**Run 1: met3 routing**

Scale bar: 20 um.
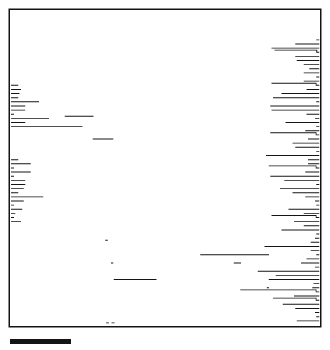
**Run 1: routing congestion**

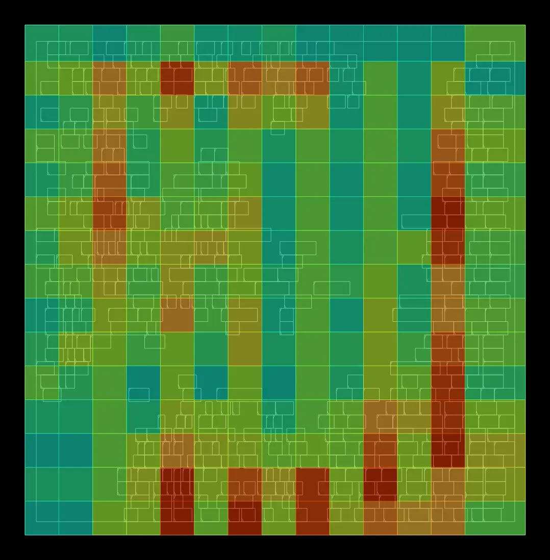
**Run 1: register map, names as in the netlist**

Other sequential cells in the stronger grey, the rest of the logic in the fainter grey.
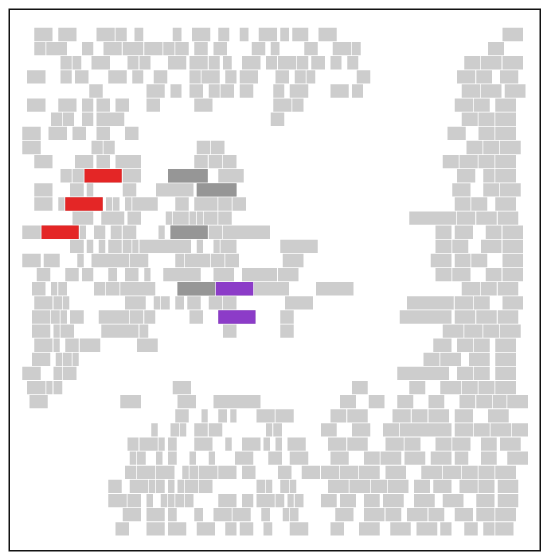
`src/rtl/mem_arbiter_pkg.sv`:
```
// Shared definitions for the instruction/data memory arbiter.
package mem_arbiter_pkg;

  typedef enum logic [1:0] {
    OWNER_NONE = 2'd0,
    OWNER_I    = 2'd1,
    OWNER_D    = 2'd2
  } owner_e;

  localparam int LAT_W = 3;

  function automatic logic [15:0] sat_inc16(input logic [15:0] v);
    return (v == 16'hFFFF) ? v : v + 16'd1;
  endfunction

endpackage

```
`src/rtl/mem_arbiter.sv`:
```
// I-fetch / load-store arbiter for one single-port RAM, one access in flight.
// Define MEM_ARBITER_STATS_EN to add conflict and starvation-event counters.
module mem_arbiter
  import mem_arbiter_pkg::*;
#(
  parameter int ADDR_W     = 16,
  parameter int MEM_LAT    = 1,
  parameter int STARVE_MAX = 4
) (
  input  logic              clk,
  input  logic              rst,
  input  logic              i_req,
  input  logic [31:0]       i_addr,
  output logic              i_gnt,
  output logic              i_rvalid,
  output logic [31:0]       i_rdata,
  input  logic              d_req,
  input  logic [31:0]       d_addr,
  input  logic [3:0]        d_we,
  input  logic [31:0]       d_wdata,
  output logic              d_gnt,
  output logic              d_rvalid,
  output logic [31:0]       d_rdata,
  output logic              mem_en,
  output logic [ADDR_W-1:0] mem_addr,
  output logic [3:0]        mem_we,
  output logic [31:0]       mem_d,
  input  logic [31:0]       mem_q
`ifdef MEM_ARBITER_STATS_EN
  ,
  output logic [15:0]       conflict_cnt,
  output logic [15:0]       starve_evt_cnt
`endif
);

  localparam int SW = $clog2(STARVE_MAX + 1);

  logic             busy;
  owner_e           owner;
  logic [LAT_W-1:0] lat_cnt;
  logic [SW-1:0]    starve_cnt;

  logic last;
  logic slot_free;
  logic force_i;
  logic i_win;
  logic d_win;
  logic grant;

  assign last      = busy && (lat_cnt == LAT_W'(1));
  assign slot_free = !busy || last;
  assign force_i   = (starve_cnt == SW'(STARVE_MAX));

  assign i_win = !rst && slot_free && i_req && (!d_req || force_i);
  assign d_win = !rst && slot_free && d_req && !i_win;
  assign grant = i_win || d_win;

  assign i_gnt  = i_win;
  assign d_gnt  = d_win;
  assign mem_en = grant;
  assign mem_we = d_win ? d_we : 4'b0;
  assign mem_d  = grant ? d_wdata : 32'h0;

  always_comb begin
    mem_addr = '0;
    if (d_win)      mem_addr = d_addr[ADDR_W+1:2];
    else if (i_win) mem_addr = i_addr[ADDR_W+1:2];
  end

  assign i_rvalid = !rst && last && (owner == OWNER_I);
  assign d_rvalid = !rst && last && (owner == OWNER_D);
  assign i_rdata  = i_rvalid ? mem_q : 32'h0;
  assign d_rdata  = d_rvalid ? mem_q : 32'h0;

  logic unused_addr_bits;
  assign unused_addr_bits = ^{i_addr[31:ADDR_W+2], i_addr[1:0],
                              d_addr[31:ADDR_W+2], d_addr[1:0]};

  always_ff @(posedge clk) begin
    if (rst) begin
      busy       <= 1'b0;
      owner      <= OWNER_NONE;
      lat_cnt    <= '0;
      starve_cnt <= '0;
    end else begin
      if (grant) begin
        busy    <= 1'b1;
        owner   <= d_win ? OWNER_D : OWNER_I;
        lat_cnt <= LAT_W'(MEM_LAT);
      end else if (busy) begin
        lat_cnt <= lat_cnt - LAT_W'(1);
        if (last) begin
          busy  <= 1'b0;
          owner <= OWNER_NONE;
        end
      end
      // only counts fetches that actually lost to a data access
      if (i_win)
        starve_cnt <= '0;
      else if (i_req && d_win && !force_i)
        starve_cnt <= starve_cnt + SW'(1);
    end
  end

`ifdef MEM_ARBITER_STATS_EN
  logic [15:0] conflict_q;
  logic [15:0] starve_evt_q;

  always_ff @(posedge clk) begin
    if (rst) begin
      conflict_q   <= '0;
      starve_evt_q <= '0;
    end else begin
      if (slot_free && i_req && d_req)
        conflict_q <= sat_inc16(conflict_q);
      if (i_win && d_req)
        starve_evt_q <= sat_inc16(starve_evt_q);
    end
  end

  assign conflict_cnt   = rst ? 16'h0 : conflict_q;
  assign starve_evt_cnt = rst ? 16'h0 : starve_evt_q;
`endif

endmodule

```
`config.mk`:
```
export PLATFORM = sky130hd
export DESIGN_NAME = mem_arbiter
export DESIGN_NICKNAME = d
export VERILOG_FILES = /design/src/rtl/mem_arbiter_pkg.sv /design/src/rtl/mem_arbiter.sv
export SDC_FILE = /design/constraint.sdc
export NUM_CORES = 1
export LEC_CHECK = 0
export CORE_AREA = 2 2 100 102
export DETAILED_ROUTE_END_ITERATION = 16
export DIE_AREA = 0 0 102 104
export PLACE_DENSITY = 0.73
export RECOVER_POWER = 100
export SLEW_MARGIN = 20
export SYNTH_ARGS = -nofsm -noshare
export SYNTH_HDL_FRONTEND = slang
export SYNTH_SLANG_ARGS = --single-unit
export TNS_END_PERCENT = 50
```
`constraint.sdc`:
```
create_clock -name clk -period 2.15 [get_ports clk]
set_input_delay 0.3225 -clock clk [delete_from_list [all_inputs] [get_ports clk]]
set_output_delay 0.3225 -clock clk [all_outputs]
set_load 0.02 [all_outputs]
```
==> results.yml, run 1 <==
# implementation run metrics
setup_path:
  crit_top_cell: "buf_4"
  path_max_fanout: 8
  path_cells: "inv_2 > ha_4 > nand2b_4 > or3b_4 > nor3b_4 > buf_4 > buf_6 > and2_1 > buf_4"
  cp-start-kind: "flop"
  cpLargestDelayFamily: "simple AND/OR/NAND/NOR gates"
  worstPathRequired_ns: 1.83
final_layout:
  clkbuf_count: 4
  comb_share_pct: 30.71
  lay_top_count: "clkdlybuf4s50_1"
  buffer_area_share_pct: 60.23
  diodes: 0
  layout-drive-gt1-share_pct: 52.58
  final_cells: 618
  nNetsFinal: 626
  seq_cell_count: 9
floorplan:
  design.die.area_mm2: 0.01061
synthesis:
  syn_area_per_cell_um2: 6.605
  area_leaders: "and2_1, dfxtp_1, nand2_1, o21ai_0, ha_1"
  ys_cells: 219
  ys_sh_xor_pct: 1.211
  async_flop_share_pct: 0
  synthAdderAreaFrac_pct: 3.460
  syn_area_mm2: 0.001446
pwr:
  swShare_pct: 34.25
  peakVddDrop_uv: 184.3
  finalPower_uw: 1060
  powerDensity_mw_per_mm2: 234.5
  p_sw_uw: 363.0
sta:
  fin_ws_ns: -0.2036
  max_freq_mhz: 424.9
  tightestPinTransition_ns: 0.3736
  rsz0062_at_grt: "yes"
  report.final.setup_viol: 116
global_route:
  grt_use_met2_pct: 28.24
  grt.overflow.total: 0
  grt_max_degree: 35
run:
  drv_cap: 0
place:
  dp_slack_ns: -0.6247
  dpl_cell_area_mm2: 0.004029
cts:
  cts_tree: "done"
  cts_root_buf: "clkbuf_8"
  clock-sinks: 9
run_status:
  status: "complete, but fails checks"
  failed_checks: "negative setup slack"
route:
  via_per_inst: 3.953
Back to the opening pictures, 'met3 routing':
The longest straight run is 24.8 um. The layer holds 8.2% of the routed length. The layer carries 711 um of wire. 101 nets have wire on it. The wires run mostly horizontal.
DR vias: 2443
Global Route met3 Usage: 2.688%
drt total wl: 8698 um

Back to the opening pictures, 'routing congestion':
DR WL/cell: 14.07 um
gr usage total: 14.07%
Layout Utilization: 47.31%

Back to the opening pictures, 'register map, names as in the netlist':
Key: purple = `owner` [placed flops 2]; red = `starve_cnt` [placed flops 3]
Another 4 sequential cells are not coloured.
Seq area share: 4.043%
register area: 182.7 um^2
Seq group: 190 uW

## run 1: synthesized netlist by cell type (3+ instances only)
cell,number
nand2b_1,3
dfxtp_1,9
clkbuf_1,7
nand2_1,35
and2_1,100
o21ai_0,13
ha_1,4
inv_1,4
buf_6,4
o21ai_1,3
nor2_1,8
a21oi_1,3
## run 1: final timing paths
check,from,to,slack (ns),depth (start not counted)
worst max register to register,lat_cnt[1]$_SDFFE_PP0P_,lat_cnt[1]$_SDFFE_PP0P_,-0.12,13
worst max-delay path,lat_cnt[1]$_SDFFE_PP0P_,d_rdata[12],-0.20,9
worst min register to register,owner[1]$_SDFFE_PP0P_,owner[1]$_SDFFE_PP0P_,0.54,1
worst min-delay path,owner[1]$_SDFFE_PP0P_,owner[1]$_SDFFE_PP0P_,0.54,1
==> run 2: changes to the inputs <==
--- a/constraint.sdc
+++ b/constraint.sdc
@@ -3,2 +3,2 @@
 set_output_delay 0.3225 -clock clk [all_outputs]
-set_load 0.02 [all_outputs]
+set_load 0.01 [all_outputs]
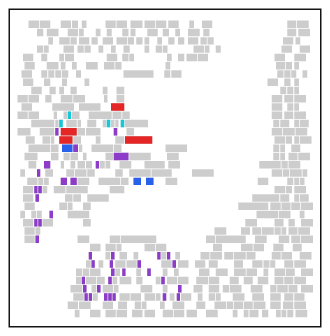
**Above:** run 2 (logic cells by family).
Key: red = fa/ha/maj cells [cells 4, most used ha_1, where middle left]; blue = non-inverting ao/oa cells [cells 3, most used a21o_1]; cyan = inv cells [cells 4]; purple = nand cells [cells 40, most used nand2_1]
most frequent logic cell in the layout: clkdlybuf4s50_1
fin cells: 611
combinational share of cell area: 30.79%

==> results.yml, run 2 <==
# implementation run metrics
floorplan:
  design.die.area_mm2: 0.01061
  row_count: 36
synthesis:
  ys_sh_xor_pct: 1.211
  ys_cells: 219
  syn_area_mm2: 0.001446
  area_leaders: "and2_1, dfxtp_1, nand2_1, o21ai_0, ha_1"
  synthTopCellsByCount: "and2_1, nand2_1, o21ai_0, dfxtp_1, nor2_1"
  synthAdderAreaFrac_pct: 3.460
  synth_cells: 219
  syn_area_per_cell_um2: 6.605
  yosysMostFrequentCell: "and2_1"
  simple_gate_share_pct: 61.16
  async_flop_share_pct: 0
final_layout:
  nNetsFinal: 619
  utilization_pct: 44.13
  lay_top_cells: "clkdlybuf4s50_1, buf_2, and2_1"
  layout-drive-gt1-share_pct: 46.44
  diodes: 0
cts:
  htreeDepth: 1
  clk_latency_ns: 0.24
  cts_buffer_depth: 2
  cts_tree: "done"
route:
  route.met2.wl_um: 4493
  drt_iter0_drc: 45
  first_pass_iters: 4
  drt-total-wl_um: 8162
  wl_per_cell_um: 13.36
  num_vias: 2387
setup_path:
  crit_cells: 9
  crit_path_start: "lat_cnt[1]$_SDFFE_PP0P_"
  r2r-start: "lat_cnt[1]$_SDFFE_PP0P_"
  path_max_fanout: 8
  crit_top_cell: "buf_6"
  worstPathRequired_ns: 1.83
  path_cells: "inv_2 > ha_4 > nand2b_4 > or3b_4 > nor3b_4 > buf_6 > buf_16 > and2_4 > buf_6"
  worstRegToRegCells: 7
  rr_endpoint: "starve_cnt[1]$_SDFFE_PP0P_"
  crit_end: "d_rdata[27]"
  cp-start-kind: "flop"
  regToRegSetupSlack_ns: 0.54
  worst-path-buf-inv: 4
global_route:
  grt.total_usage_pct: 13.86
  use_met3_pct: 2.688
  grt_max_degree: 17
  grt.overflow.total: 0
  grt_use_met2_pct: 28.48
place:
  dpl_cell_area_mm2: 0.004029
  dp_slack_ns: -0.5537
  hpwl_um: 6150
sta:
  fin_ws_ns: -0.1467
  tightestPinTransition_ns: 0.3746
  max_freq_mhz: 435.4
  report.final.setup_viol: 83
  rsz0062_at_grt: "yes"
  finalCritPeriodShare_pct: 106.8
run_status:
  status: "complete, but fails checks"
  failed_checks: "negative setup slack"
min_path:
  hp-start: "lat_cnt[1]$_SDFFE_PP0P_"
  holdPathEnd: "lat_cnt[1]$_SDFFE_PP0P_"
  min_path_cells: 2
pwr:
  powerDensity_mw_per_mm2: 229.8
  p_sw_uw: 295.5
  peakVddDrop_uv: 441.5
  power_frac_comb_pct: 59.5
  finalPower_uw: 968.4
  swShare_pct: 30.51
run:
  drv_cap: 0
==> run 2: power by group through the flow <==
stage	Combinational [uW]	Clock [uW]	Sequential, uW
finish	576	203	189
global route	620	216	191
CTS	579	207	189
detailed placement	571	0	190
global placement	561	0	190
floorplan	168	0	191
==> run 2: timing repair <==
item / CTS / global route
buffers inserted: 13 / 1
hold buffers: 0 / 0
gates cloned: 7 / 1
hold endpoints to repair: 0 / 0
gates resized: 515 / 86
endpoints found under the setup margin: 121 / 121
pin swaps: 34 / 19
==> run 2: cell type report <==
type	instances	area, um^2	area share [%]
inverters	4	15.01	0.3563
multi-input cells	191	1297	30.79
repair buffers	270	2506	59.47
well taps	133	166.4	3.949
flip-flops and latches	9	183.9	4.365
clock buffers	4	45.04	1.069
==> run 3: changes to the inputs <==
Settings changed: GPL_ROUTABILITY_DRIVEN from default to 0.
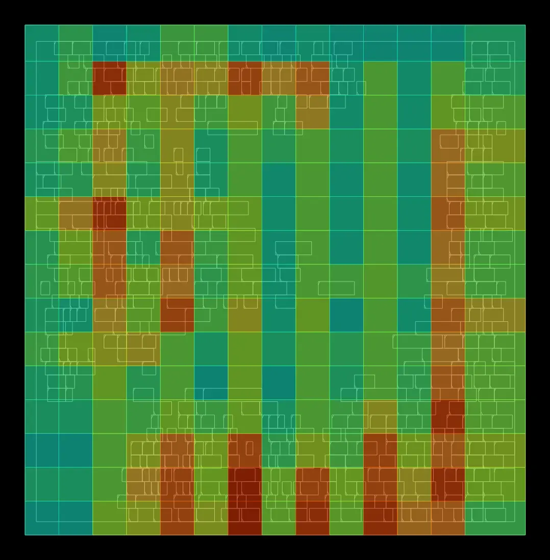
**Above:** run 3 (routing congestion).
GRT Max-Usage Layer: met2
DR WL/cell: 13.36 um

==> results.yml, run 3 <==
# implementation run metrics
final_layout:
  layout-drive-gt1-share_pct: 46.44
  buffer_area_share_pct: 59.47
  seq_cell_count: 9
  largest_class: "buffers"
  comb_cells: 191
  clock_cell_area_share_pct: 1.069
  final_cells: 611
  nNetsFinal: 619
  signal_buffers: 270
  area.sequential_um2: 183.9
  clkbuf_count: 4
  lay_top_count: "clkdlybuf4s50_1"
  comb_share_pct: 30.79
  mi_logic_area_mm2: 0.001297
  diodes: 0
synthesis:
  ys_cells: 219
  synthTopCellsByCount: "and2_1, nand2_1, o21ai_0, dfxtp_1, nor2_1"
  synth_top_cell_by_area: "and2_1"
  async_flop_share_pct: 0
  ys_sh_xor_pct: 1.211
  synth_cells: 219
  synthAdderAreaFrac_pct: 3.460
  simple_gate_share_pct: 61.16
  syn_area_per_cell_um2: 6.605
  syn_area_mm2: 0.001446
  yosysMostFrequentCell: "and2_1"
  area_leaders: "and2_1, dfxtp_1, nand2_1, o21ai_0, ha_1"
cts:
  cts_hold_buf: 0
  cts_resized: 515
  clk_latency_ns: 0.24
  cts_tree: "done"
  postCtsSetupBuffers: 13
route:
  drt_iter0_drc: 45
  first_pass_iters: 4
  route.met2.wl_um: 4493
  num_vias: 2387
  drt-total-wl_um: 8162
setup_path:
  regToRegSetupSlack_ns: 0.54
  path_cells: "inv_2 > ha_4 > nand2b_4 > or3b_4 > nor3b_4 > buf_6 > buf_16 > and2_4 > buf_6"
  crit_path_start: "lat_cnt[1]$_SDFFE_PP0P_"
  cp-start-kind: "flop"
  crit_end: "d_rdata[27]"
  r2r-start: "lat_cnt[1]$_SDFFE_PP0P_"
  worstRegToRegCells: 7
  crit_top_cell: "buf_6"
sta:
  report.final.setup_viol: 83
  tightestPinTransition_ns: 0.3746
  fin_ws_ns: -0.1467
  finalCritPeriodShare_pct: 106.8
  rsz0062_at_grt: "yes"
pwr:
  peakVddDrop_uv: 441.5
  comb-power_uw: 576
  seq-power_uw: 189
  maxPowerGroup: "combinational cells"
  powerDensity_mw_per_mm2: 229.8
  p_sw_uw: 295.5
  pg_clk_uw: 203
  power_frac_comb_pct: 59.5
  swShare_pct: 30.51
floorplan:
  taps: 133
  row_count: 36
  design.die.area_mm2: 0.01061
  ioPinCount: 257
global_route:
  grt_max_degree: 17
  grt.total_usage_pct: 13.86
  grt.overflow.total: 0
  antenna_found_initial: 0
min_path:
  min_path_cells: 2
  hp-start: "lat_cnt[1]$_SDFFE_PP0P_"
  min_path_type: "flop to flop"
  holdPathEnd: "lat_cnt[1]$_SDFFE_PP0P_"
place:
  hpwl_um: 6150
run:
  drv_cap: 0
run_status:
  status: "complete, but fails checks"
  failed_checks: "negative setup slack"
## run 3: worst max-delay path, delay by kind of cell (launching register included)
kind | cells | cell delay, ns
buffers and inverters | 4 | 0.47
and+or+nand+nor | 4 | 0.81
adders and majority gates | 1 | 0.13
DFF | 1 | 0.31
## run 3: routing by layer
layer | track usage [%] | vias up
met5 | 0 | -
met4 | 1.810 | 0
met3 | 2.688 | 6
met2 | 28.48 | 110
met1 | 14.20 | 1067
li1 | - | 1204
## run 3: stage by stage
stage          power [uW]  setup TNS, ns  worst slack [ns]  util, %
6_report            968.4         -7.284           -0.1467    44.13
5_1_grt              1027         -16.10           -0.2277    44.13
4_1_cts             975.0         -13.31           -0.2230    42.77
3_5_place_dp        761.3         -57.07           -0.5537    42.19
3_3_place_gp        750.7         -54.72           -0.5228    42.19
2_1_floorplan       358.8              0            0.1666        -
Power figures rest on the tool's default switching activity, not on a simulated workload.
